### Cell density map, run 1

Scale: 2 px per um. 8 x 12 tiles, from black (low) to pale yellow (high), 0 to 100% covered.
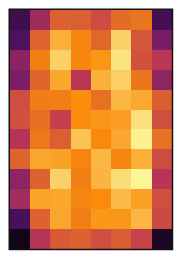
### The clock network, run 1

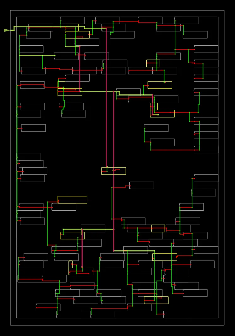
### Zoomed window, run 1

Window x 28 to 53, y 47 to 72 um. Cells in gray, sequential cells in the stronger gray; small squares are vias.
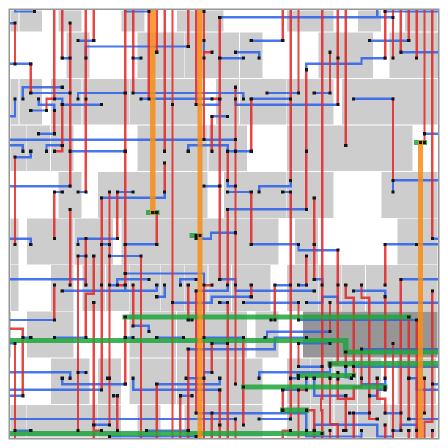
## config.mk

```make
export PLATFORM = sky130hd
export DESIGN_NAME = fsm_state_coverage_monitor
export DESIGN_NICKNAME = d
export VERILOG_FILES = /design/src/rtl/fsm_state_coverage_monitor.sv
export SDC_FILE = /design/constraint.sdc
export NUM_CORES = 1
export LEC_CHECK = 0
export ABC_AREA = 1
export CAP_MARGIN = 20
export CORE_ASPECT_RATIO = 1.5
export CORE_MARGIN = 2
export CORE_UTILIZATION = 59
export DETAILED_ROUTE_END_ITERATION = 8
export PLACE_DENSITY = 0.8
export SYNTH_ARGS = -nofsm -noshare
export SYNTH_HDL_FRONTEND = slang
export SYNTH_SLANG_ARGS = --single-unit
```

## constraint.sdc

```tcl
create_clock -name clk -period 2.3 [get_ports clk]
set_input_delay 0.46 -clock clk [delete_from_list [all_inputs] [get_ports clk]]
set_output_delay 0.46 -clock clk [all_outputs]
set_load 0.05 [all_outputs]
```

## src/rtl/fsm_state_coverage_monitor.sv

```systemverilog
// Runtime FSM coverage monitor: samples a state bus, records visited encodings,
// counts entries into each state and latches the first illegal encoding seen.
module fsm_state_coverage_monitor #(
    parameter int unsigned               STATE_W    = 2,
    parameter int unsigned               CNT_W      = 16,
    parameter logic [(2**STATE_W)-1:0]   LEGAL_MASK = 4'b0111
) (
    input  logic                    clk,
    input  logic                    rst_n,
    input  logic                    mon_en_i,
    input  logic                    clear_i,
    input  logic [STATE_W-1:0]      state_in_i,
    input  logic                    rd_req_i,
    input  logic [STATE_W-1:0]      rd_addr_i,
    output logic                    rd_valid_o,
    output logic [CNT_W-1:0]        rd_data_o,
    output logic [(2**STATE_W)-1:0] visited_o,
    output logic [(2**STATE_W)-1:0] unvisited_legal_o,
    output logic                    illegal_flag_o,
    output logic [STATE_W-1:0]      illegal_state_o
);

    localparam int unsigned      NS      = 2 ** STATE_W;
    localparam logic [CNT_W-1:0] CNT_MAX = {CNT_W{1'b1}};

    typedef enum logic [1:0] {StIdle, StFirst, StTrack} fsm_e;

    fsm_e               fsm_q;
    logic [CNT_W-1:0]   hits_q [NS];
    logic [STATE_W-1:0] prev_q;
    logic [NS-1:0]      visited_q;
    logic               illegal_flag_q;
    logic [STATE_W-1:0] illegal_state_q;
    logic               rd_valid_q;
    logic [CNT_W-1:0]   rd_data_q;

    logic               sample;
    logic               entry;
    logic               bump;
    logic               illegal_now;
    logic [CNT_W-1:0]   hit_cur;
    logic [CNT_W-1:0]   hit_d;

    always_comb begin
        // clear discards any sample presented in the same cycle
        sample      = mon_en_i & ~clear_i;
        entry       = (fsm_q != StTrack);
        bump        = sample & (entry | (state_in_i != prev_q));
        illegal_now = sample & ~LEGAL_MASK[state_in_i];
        hit_cur     = hits_q[state_in_i];
        hit_d       = (hit_cur == CNT_MAX) ? hit_cur : hit_cur + 1'b1;
    end

    always_ff @(posedge clk or negedge rst_n) begin
        if (!rst_n) begin
            fsm_q           <= StIdle;
            prev_q          <= '0;
            visited_q       <= '0;
            illegal_flag_q  <= 1'b0;
            illegal_state_q <= '0;
            rd_valid_q      <= 1'b0;
            rd_data_q       <= '0;
            for (int i = 0; i < int'(NS); i++) begin
                hits_q[i] <= '0;
            end
        end else begin
            rd_valid_q <= rd_req_i;
            if (rd_req_i) begin
                rd_data_q <= hits_q[rd_addr_i];
            end

            if (clear_i) begin
                fsm_q           <= StIdle;
                prev_q          <= '0;
                visited_q       <= '0;
                illegal_flag_q  <= 1'b0;
                illegal_state_q <= '0;
                for (int i = 0; i < int'(NS); i++) begin
                    hits_q[i] <= '0;
                end
            end else if (sample) begin
                // first sample after idle is an entry even if it matches prev_q
                fsm_q                 <= StTrack;
                prev_q                <= state_in_i;
                visited_q[state_in_i] <= 1'b1;
                if (bump) begin
                    hits_q[state_in_i] <= hit_d;
                end
                if (illegal_now) begin
                    illegal_flag_q <= 1'b1;
                    if (!illegal_flag_q) begin
                        illegal_state_q <= state_in_i;
                    end
                end
            end
        end
    end

    assign rd_valid_o        = rd_valid_q;
    assign rd_data_o         = rd_data_q;
    assign visited_o         = visited_q;
    assign unvisited_legal_o = LEGAL_MASK & ~visited_q;
    assign illegal_flag_o    = illegal_flag_q;
    assign illegal_state_o   = illegal_state_q;

endmodule

```

==> results.sh, run 1 <==
# physical design summary
export IMPL_status="finished, final reports clean"
export IMPL_fillers=686
export IMPL_p_comb_frac=0.168
export IMPL_synthArstFlopShare=1.000
export IMPL_timing_final_crit_share=0.9305
export IMPL_clk_pin_slew_worst_paths_ps=60
export IMPL_hold_violations=0
export IMPL_irDropWorstVdd_v=0.0004081
export IMPL_ys_types=31
export IMPL_drc=0
export IMPL_rsz0062_at_grt="no"
export IMPL_ys_flop_type="dfrtp_1"
export IMPL_totalWireLength_um=15540
export IMPL_final_max_slew_viol_count=0
export IMPL_vias_per_cell=5.704
export IMPL_dieHeight_um=119.4
export IMPL_synth_area_sq_um=5238
export IMPL_root_buffer="clkbuf_16"
export IMPL_cts_tree="yes"
export IMPL_cts_hold_buf=0
export IMPL_path_cells="dlygate4sd2_1, buf_12, inv_2, buf_12, nand3_1, nand2_1, nor2_1, nor2_1, nand2_1, nor2_4, buf_4, xor2_1, nand2_2, nand2_1, nand2_1"
export IMPL_cp_data_arrival_time_ps=2370
export IMPL_drtAntennaViolNets=0
export IMPL_clock_latency_ps=350
export IMPL_grt_max_degree=46
export IMPL_ys_sh_mux=0
export IMPL_clock_power_share=0.399
export IMPL_reg2reg_depth=12
export IMPL_fin_nets=837
export IMPL_cts_buffer_depth=2
export IMPL_power_switching_uw=1084
export IMPL_criticalPathCategory="in -> reg"
export IMPL_ys_warnings_count=0
export IMPL_power_density_nw_per_um2=599.7
export IMPL_ios=37
export IMPL_vias=5373
export IMPL_cp_start_kind="input pin"
export IMPL_grt_usage=0.3498
Notes on 'Cell density map' above:
mean over tiles: 65%
tiles over 75% full: 35%
fullest tile: 98%

Notes on 'The clock network' above:
flip-flops: 91
TritonCTS buffer count: 9

Notes on 'Zoomed window' above:
[M1] blue
[M4] orange
[M2] red
[M3] green
netlist names of flops here include: hits_q (1)
sequential cells in the window: 1
most frequent: nand2_1 (22), buf_4 (11), inv_1 (6)
cells with their middle in the window: 66

-- run 1: critical path, delay by kind of cell --
kind | cells | cell delay (ps)
buffers and inverters | 5 | 850
AND/OR/NAND/NOR | 9 | 880
XOR/XNOR | 1 | 170
-- run 1: logic make-up after synthesis --
logic type,count (synthesis)
fa+ha+maj,1
xor+xnor,6
other cells,1
compound gates,90
flops,91
simple gates,462
buf+inv,103
-- run 1: final timing paths --
check	start	end	slack, ps
max in group asynchronous	rst_n	hits_q[45]	1540
min	rst_n	illegal_state_o[1]	120
max reg2reg	hits_q[49]	hits_q[24]	410
min in group clk	visited_o[3]	visited_o[3]	490
max	state_in_i[0]	hits_q[24]	160
min reg2reg	visited_o[3]	visited_o[3]	490
-- run 1: stage by stage --
step / std cells / util
4_1_cts: 942 / 0.7400
3_3_place_gp: 926 / 0.7021
6_report: 942 / 0.7402
5_1_grt: 942 / 0.7402
2_1_floorplan: 754 / -
3_5_place_dp: 926 / 0.7021
-- run 1: power groups by stage --
stage / Clock [uW] / Sequential (uW) / Combinational, uW
finish: 1540 / 1680 / 650
global placement: 0 / 1710 / 628
global route: 1620 / 1680 / 689
floorplan: 0 / 1840 / 230
detailed placement: 0 / 1710 / 637
CTS: 1560 / 1680 / 642
-- run 1: cell type report --
| type | instances | area [sq um] | share of cell area |
|---|---|---|---|
| clock buffer | 13 | 270.3 | 0.04185 |
| tap | 110 | 137.6 | 0.02131 |
| multi-input combinational | 560 | 2510 | 0.3887 |
| inverter | 67 | 254.0 | 0.03933 |
| sequential | 91 | 2277 | 0.3526 |
| timing repair buffer | 98 | 963.4 | 0.1492 |
| clock inverter | 3 | 45.04 | 0.006975 |
-- run 1: timing repair --
action	4_1_cts	5_1_grt
buffers inserted	0	0
setup endpoints to repair	40	4
gates cloned	0	0
resized	7	2
pin swaps	1	0
-- run 1: state kept, by name, indices dropped and copies added (netlist names) --
register,cells
hits_q,64
rd_data_o,16
visited_o,4
illegal_state_o,2
prev_q,2
fsm_q,1
illegal_flag_o,1
rd_valid_o,1
-- run 1: cells in the final DEF (no fill, tap or decap), types with 5 or more instances in the layout --
cell type / Yosys / routed
nand2_1: 296 / 295
dfrtp_1: 91 / 91
nor2_1: 80 / 79
inv_1: 57 / 57
nand3_1: 55 / 55
buf_4: 8 / 51
o21ai_0: 41 / 40
clkdlybuf4s50_1: 0 / 32
a21oi_1: 18 / 18
a31oi_1: 16 / 16
nand2_2: 10 / 11
buf_12: 0 / 11
o21ai_1: 8 / 9
clkbuf_16: 0 / 9
inv_2: 7 / 6
xor2_1: 6 / 6
nand4_1: 5 / 5
-- run 1: metal layers --
layer | wire, um | share of wire | up-vias | GRT usage
met5 | 0 | 0 | - | 0
met4 | 911 | 0.059 | 0 | 0.2394
met3 | 1134 | 0.073 | 76 | 0.05833
met2 | 7786 | 0.50 | 302 | 0.5754
met1 | 5708 | 0.37 | 2491 | 0.4058
li1 | - | - | 2504 | -
==> inputs of run 2 (changes only) <==
--- a/config.mk
+++ b/config.mk
@@ -12,6 +12,7 @@
 export CORE_UTILIZATION = 59
 export DETAILED_ROUTE_END_ITERATION = 8
 export PLACE_DENSITY = 0.8
+export SETUP_SLACK_MARGIN = 0.4
 export SYNTH_ARGS = -nofsm -noshare
 export SYNTH_HDL_FRONTEND = slang
 export SYNTH_SLANG_ARGS = --single-unit
### Cell classes on the final placement, run 2

Scale: 3 px per um. Fill, decap, tap and diode cells in gray.
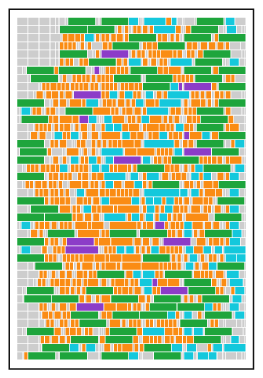
[clock drivers and dummy loads] purple | cells: 16 | share of their area: 4.2%
[remaining logic cells] orange | cells: 629 | share of their area: 46%
[sequential cells] green | cells: 91 | share of their area: 33%
[remaining buffers and delay cells] cyan | cells: 116 | share of their area: 17%

### Zoomed window, run 2

Window x 28 to 53, y 47 to 72 um. Cells in gray, sequential cells in the stronger gray; small squares are vias.
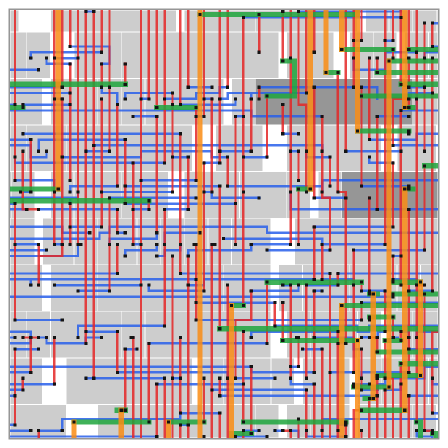
[M3] green
[M4] orange
[M2] red
[M1] blue
sequential cells in the window: 2
cells with their middle in the window: 74
most frequent: nand2_1 (21), buf_4 (16), inv_1 (6)
netlist names of flops here include: hits_q (2)

==> run 2 against run 1 <==
Count of clock-buffer cells in the layout decreased by 3. Register-to-register slack got worse by 160 ps. Sequential cell count unchanged. Clock skew decreased by 2.0 ps. Synthesized cell count unchanged. Highest routed layer unchanged.
==> results.sh, run 2 <==
# physical design summary
export IMPL_drc=0
export IMPL_dp_cells=936
export IMPL_vias=5934
export IMPL_criticalPathCategory="in -> reg"
export IMPL_ys_warnings_count=0
export IMPL_power_switching_uw=1158
export IMPL_synthArstFlopShare=1.000
export IMPL_fillers=574
export IMPL_clock_power_share=0.388
export IMPL_drtAntennaViolNets=0
export IMPL_grt_max_degree=92
export IMPL_mostFrequentLayoutCells="nand2_1 (254), dfrtp_1 (91), nor2_1 (70)"
export IMPL_root_buffer="clkbuf_16"
export IMPL_hold_violations=0
export IMPL_clock_latency_ps=350
export IMPL_regArea_sq_um=2277
export IMPL_status="finished, final reports clean"
export IMPL_crit_buf_inv=4
export IMPL_fin_cells=962
export IMPL_use_met3=0.06970
export IMPL_top_cell_area_share=0.4348
export IMPL_cts_hold_buf=0
export IMPL_crit_family="simple AND/OR/NAND/NOR gates"
export IMPL_cp_data_arrival_time_ps=2340
export IMPL_synth_area_sq_um=5238
export IMPL_ys_sh_mux=0
export IMPL_met1_usage=0.4048
export IMPL_layout_top_cell="nand2_1"
export IMPL_rsz0062_at_grt="yes"
export IMPL_final_max_slew_viol_count=0
export IMPL_finalCoreUtilization=0.8032
export IMPL_vias_per_cell=6.168
export IMPL_power_density_nw_per_um2=550.7
export IMPL_timing_final_crit_share=0.9173
export IMPL_regMostFlops="hits_q"
export IMPL_cts_tree="yes"
export IMPL_cts_buffers_inserted=9
export IMPL_mi_logic_area_sq_um=2890
export IMPL_largest_register_ff_count=64
export IMPL_ios=37
export IMPL_path_cells="buf_12, buf_12, nor2_4, buf_12, nand2_1, nand2_1, nor2_1, buf_4, nor2_2, nand2_1, nor2_2, nand3_1, nand2_2, nand2_8, nand2_1, nand2_1"
export IMPL_grt_usage=0.3559
export IMPL_fin_nets=857
export IMPL_p_comb_frac=0.177
export IMPL_use_met2=0.5739
export IMPL_dieHeight_um=119.4
export IMPL_ys_types=31
export IMPL_clk_pin_slew_worst_paths_ps=60
## run 2: cells by family after synthesis
group                      count (synthesis)
buffers and inverters                    103
other                                      1
AOI/OAI and AO/OA                         90
xor gates and xnor gates                   6
DFF                                       91
and+or+nand+nor                          462
adders and majority gates                  1
## run 2: layout make-up
cell class                      instances  area share
Clock buffer                           10     0.03268
Clock inverter                          6    0.008929
Inverter                               67     0.03821
Multi-Input combinational cell        561      0.4125
Sequential cell                        91      0.3250
Tap cell                              110     0.01964
Timing Repair Buffer                  116      0.1620
Timing Repair inverter                  1    0.001071
## run 2: what timing repair did
item | 4_1_cts | 5_1_grt
gates cloned | 3 | 1
pin swaps | 12 | 35
buffers inserted | 0 | 6
endpoints found under the setup margin | 91 | 75
gates resized | 67 | 80
## run 2: metal layers
layer / vias up / wire, um
met5: - / 0
met4: 0 / 1677
met3: 170 / 1838
met2: 481 / 9023
met1: 2718 / 6178
li1: 2565 / -
## run 2: worst paths after layout
| check | startpoint | endpoint | slack [ps] | cells after the start |
|---|---|---|---|---|
| max | state_in_i[0] | hits_q[15] | 190 | 16 |
| min | rst_n | rd_valid_o | 150 | 2 |
| max reg2reg | hits_q[3] | hits_q[15] | 250 | 11 |
| min reg2reg | hits_q[47] | hits_q[47] | 490 | 2 |
| max in group asynchronous | rst_n | hits_q[56] | 1780 | 2 |
| min in group clk | clear_i | illegal_state_o[1] | 410 | 2 |
## run 2: power groups by stage
stage / Combinational, uW / Clock (uW) / Sequential (uW)
global placement: 625 / 0 / 1710
detailed placement: 635 / 0 / 1710
floorplan: 234 / 0 / 1840
finish: 685 / 1500 / 1680
global route: 712 / 1560 / 1680
CTS: 630 / 1480 / 1680
## run 2: metrics by stage
| stage | TNS, ps | setup slack (ps) |
|---|---|---|
| after global placement | -18090 | -354.0 |
| final | 0 | 190.2 |
| after CTS | 0 | 377.4 |
| after global routing | 0 | 97.89 |
| after floorplan | 0 | 259.8 |
| after detailed placement | -22120 | -420.9 |
Power and IR drop assume default switching activity.
